File: src/rtl/program_loader.sv
// Byte-stream program loader: parses a count header, assembles big-endian words
// into instruction memory, verifies an XOR checksum and releases the processor.
module program_loader #(
    parameter int unsigned MAX_WORDS = 256,
    parameter logic [31:0] BASE_ADDR = 32'h0000_0000
) (
    input  logic        clk,
    input  logic        rst_n,
    input  logic        load_start,
    input  logic        byte_valid,
    input  logic [7:0]  byte_data,
    output logic        byte_ready,
    output logic        imem_we,
    output logic [31:0] imem_addr,
    output logic [31:0] imem_wdata,
    output logic        start_up,
    output logic        done,
    output logic        error
);
    typedef enum logic [2:0] {IDLE, HDR_HI, HDR_LO, DATA, CSUM, DONE, ERR} state_t;

    state_t      state;
    logic [7:0]  count_hi;
    logic [7:0]  csum;
    logic [15:0] n_words;
    logic [15:0] word_idx;
    logic [1:0]  byte_cnt;
    logic [23:0] word_acc;
    logic        xfer;
    logic        can_start;
    logic [15:0] count;
    logic [15:0] idx_next;

    assign byte_ready = (state == HDR_HI) || (state == HDR_LO) ||
                        (state == DATA)   || (state == CSUM);
    assign xfer      = byte_valid && byte_ready;
    assign can_start = (state == IDLE) || (state == DONE) || (state == ERR);
    assign count     = {count_hi, byte_data};
    assign idx_next  = word_idx + 16'd1;

    always_ff @(posedge clk or negedge rst_n) begin
        if (!rst_n) begin
            state      <= IDLE;
            count_hi   <= 8'h00;
            csum       <= 8'h00;
            n_words    <= 16'd0;
            word_idx   <= 16'd0;
            byte_cnt   <= 2'd0;
            word_acc   <= 24'd0;
            imem_we    <= 1'b0;
            imem_addr  <= BASE_ADDR;
            imem_wdata <= 32'd0;
            start_up   <= 1'b1;
            done       <= 1'b0;
            error      <= 1'b0;
        end else begin
            imem_we <= 1'b0;
            if (load_start && can_start) begin
                // DONE/ERR have byte_ready low, so a coincident byte is never taken here
                state    <= HDR_HI;
                csum     <= 8'h00;
                word_idx <= 16'd0;
                byte_cnt <= 2'd0;
                done     <= 1'b0;
                error    <= 1'b0;
                start_up <= 1'b1;
            end else if (xfer) begin
                case (state)
                    HDR_HI: begin
                        count_hi <= byte_data;
                        csum     <= csum ^ byte_data;
                        state    <= HDR_LO;
                    end
                    HDR_LO: begin
                        csum    <= csum ^ byte_data;
                        n_words <= count;
                        if (count == 16'd0 || 32'(count) > MAX_WORDS) begin
                            state <= ERR;
                            error <= 1'b1;
                        end else begin
                            state <= DATA;
                        end
                    end
                    DATA: begin
                        csum     <= csum ^ byte_data;
                        byte_cnt <= byte_cnt + 2'd1;
                        word_acc <= {word_acc[15:0], byte_data};
                        if (byte_cnt == 2'd3) begin
                            imem_we    <= 1'b1;
                            imem_wdata <= {word_acc, byte_data};
                            imem_addr  <= BASE_ADDR + {14'd0, word_idx, 2'b00};
                            word_idx   <= idx_next;
                            if (idx_next == n_words) state <= CSUM;
                        end
                    end
                    CSUM: begin
                        if (byte_data == csum) begin
                            state    <= DONE;
                            done     <= 1'b1;
                            start_up <= 1'b0;
                        end else begin
                            state <= ERR;
                            error <= 1'b1;
                        end
                    end
                    default: state <= state;
                endcase
            end
        end
    end
endmodule
File: config.mk
export PLATFORM = sky130hd
export DESIGN_NAME = program_loader
export DESIGN_NICKNAME = d
export VERILOG_FILES = /design/src/rtl/program_loader.sv
export SDC_FILE = /design/constraint.sdc
export NUM_CORES = 1
export LEC_CHECK = 0
export ABC_AREA = 1
export CAP_MARGIN = 20
export CORE_UTILIZATION = 59
export DETAILED_ROUTE_END_ITERATION = 12
export GPL_TIMING_DRIVEN = 0
export MAX_ROUTING_LAYER = met4
export PLACE_DENSITY = 0.92
export SETUP_SLACK_MARGIN = 0.5
export SLEW_MARGIN = 25
export SYNTH_ARGS = -nofsm -noshare
export SYNTH_HDL_FRONTEND = slang
export SYNTH_SLANG_ARGS = --single-unit
File: constraint.sdc
create_clock -name clk -period 5.6 [get_ports clk]
set_input_delay 0.56 -clock clk [delete_from_list [all_inputs] [get_ports clk]]
set_output_delay 0.56 -clock clk [all_outputs]
set_load 0.01 [all_outputs]
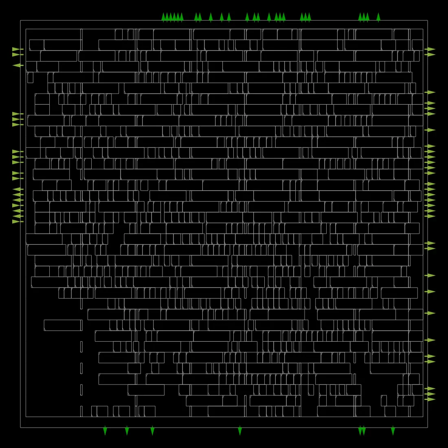
(cell outlines without signal wires)
fin cells: 957
fill cell count: 694
post-layout util: 75.7%
tapcell count: 133
row count: 36

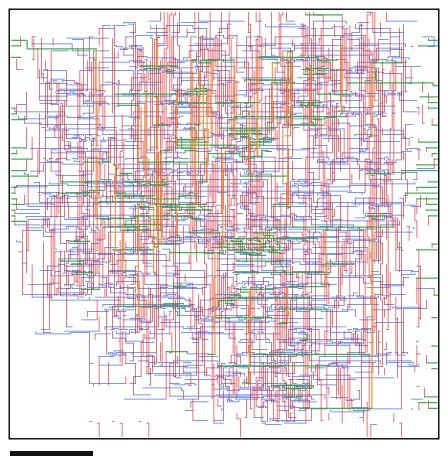
(signal wires by layer)
Scale bar: 20 um.
| layer | color | wire length |
|---|---|---|
| M1 | blue | 6200 um |
| M4 | orange | 653 um |
| M3 | green | 1120 um |
| M2 | red | 7970 um |
total track usage: 33.3%
Routed wire per std cell: 16.7 um
routed wire length: 15900 um
routed vias: 5449

==> flow_summary.ini <==
; flow metrics
[status]
outcome = completed

[synth]
synthFlopType = dfrtp_1
synth-xor-area-share_pct = 1.46
simple_gate_share_pct = 23.0
ys_seq_share_pct = 53.8
edf_count = 0

[worst_setup_path]
r2r_cells = 14
cp_num_cells = 4
slowest_delay_ns = 0.54
crit_chain = nor2_2 > nand2_1 > nand2_2 > clkdlybuf4s50_1
critPathRequiredTime_ns = 5.04
worst-path-buf-inv = 1
cp_max_fo = 6

[grt]
grt_antenna_before_repair = 0

[cts]
clk_pin_slew_ns = 0.06
clk_latency_ns = 0.52

[power_and_ir_drop]
p_comb_share_pct = 39.1
p_seq_share_pct = 37.9
powerDensity_nw_per_um2 = 582
p_leak_nw = 3.67

[layout]
final_nets = 826
n_antenna_cell = 0

[timing]
slew_violations = 0
fmax_mhz = 394
skew_ns = 0.00776
rsz0062_at_grt = false

[placement]
place.port_buffers = 64
dp_hpwl_um = 10700

[run]
max-cap-violations = 0
tool_warnings = 26
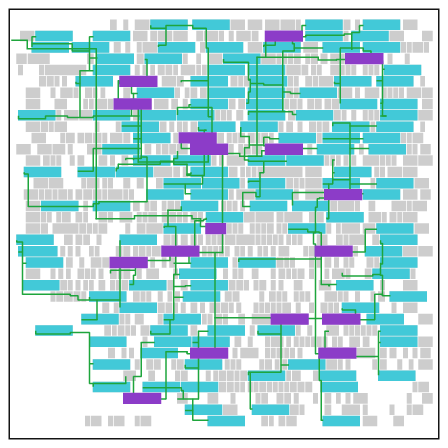
(clock distribution)
[flip-flops] cyan | count: 129
[clock-net drivers] purple | count: 17
[clock wires] green | length: 1490 um
routed clock nets: 18

-- cells in the mapped netlist, types with 2 or more instances --
cell type / instances / share of area [%]
o21ai_1: 20 / 1.7
o22ai_1: 2 / 0.21
o22ai_2: 10 / 2.1
clkbuf_1: 9 / 0.56
dfrtp_1: 128 / 53
nand4_1: 8 / 0.83
a21oi_1: 12 / 1.0
o21ai_0: 74 / 6.2
nand2_2: 3 / 0.31
buf_6: 5 / 0.94
nor2_2: 4 / 0.42
nor2_1: 30 / 1.9
ha_1: 2 / 0.42
nor4_1: 3 / 0.31
xor2_1: 9 / 1.3
nand2_1: 229 / 14
nand3_1: 39 / 3.3
buf_2: 5 / 0.42
inv_2: 4 / 0.25
buf_4: 17 / 2.1
nand3b_1: 7 / 0.88
o21ai_2: 3 / 0.44
nor3_1: 2 / 0.17
inv_1: 75 / 4.7
-- flip-flops by register name (all words and copies together), names as in the netlist, 2 cells and up --
| register | count |
|---|---|
| imem_addr | 16 |
| csum | 8 |
| count_hi | 8 |
| byte_cnt | 2 |
| state | 3 |
| imem_wdata | 32 |
| word_idx | 16 |
| word_acc | 24 |
| n_words | 16 |
-- final timing paths --
path	start	to	slack (ns)
worst min register to register	start_up	start_up	0.48
max in group asynchronous	rst_n	word_idx[15]	4.38
min in group asynchronous	rst_n	csum[5]	0.51
worst max register to register	word_idx[0]	state[1]	3.14
worst max-delay path	state[0]	byte_ready	3.07
worst min-delay path	start_up	start_up	0.48
-- what timing repair did --
item | 4_1_cts | 5_1_grt
setup buffers | 0 | 0
hold endpoints to repair | 44 | 0
gates resized | 0 | 0
endpoints found under the setup margin | 0 | 0
hold buffers | 1 | 0
-- layout make-up --
type	count	area (um2)	share of cell area, %
repair buffers	66	683	9.19
flip-flops and latches	129	3230	43.4
plain buffers	38	251	3.38
inverters	80	303	4.07
clock buffers	18	418	5.62
multi-input cells	480	2270	30.5
well taps	133	166	2.24
clock inverters	13	114	1.53
-- power by group through the flow --
stage	sequential (mW)	clock [mW]	combinational (mW)
CTS	1.63	0.996	1.68
global placement	1.60	0	1.54
global route	1.68	1.04	1.87
floorplan	1.63	0	0.949
finish	1.64	0.995	1.69
detailed placement	1.63	0	1.62
-- kinds of logic (layout without fill, tap and decap cells) --
kind of cell | after synthesis | after routing
other | 1 | 16
buffers and inverters | 118 | 215
flip-flops | 129 | 129
XOR/XNOR | 10 | 10
adder cells (fa/ha/maj) | 2 | 2
AND-OR/OR-AND | 124 | 124
AND/OR/NAND/NOR | 328 | 328
-- stage by stage --
step           setup TNS, ns  hold WS [ns]  total power, mW
5_1_grt                    0         0.495             4.59
6_report                   0         0.484             4.33
2_1_floorplan              0         0.264             2.57
4_1_cts                    0         0.483             4.30
3_5_place_dp               0         0.467             3.25
3_3_place_gp          -93.91         0.455             3.14
-- layer usage --
metal	GRT usage, %	part of all wire, %	up-vias
met5	-	0	-
met4	17.4	4.1	0
met3	8.00	7.0	71
met2	53.8	50	301
met1	38.7	39	2621
li1	-	-	2456
Power is estimated from default activity; no workload was simulated.
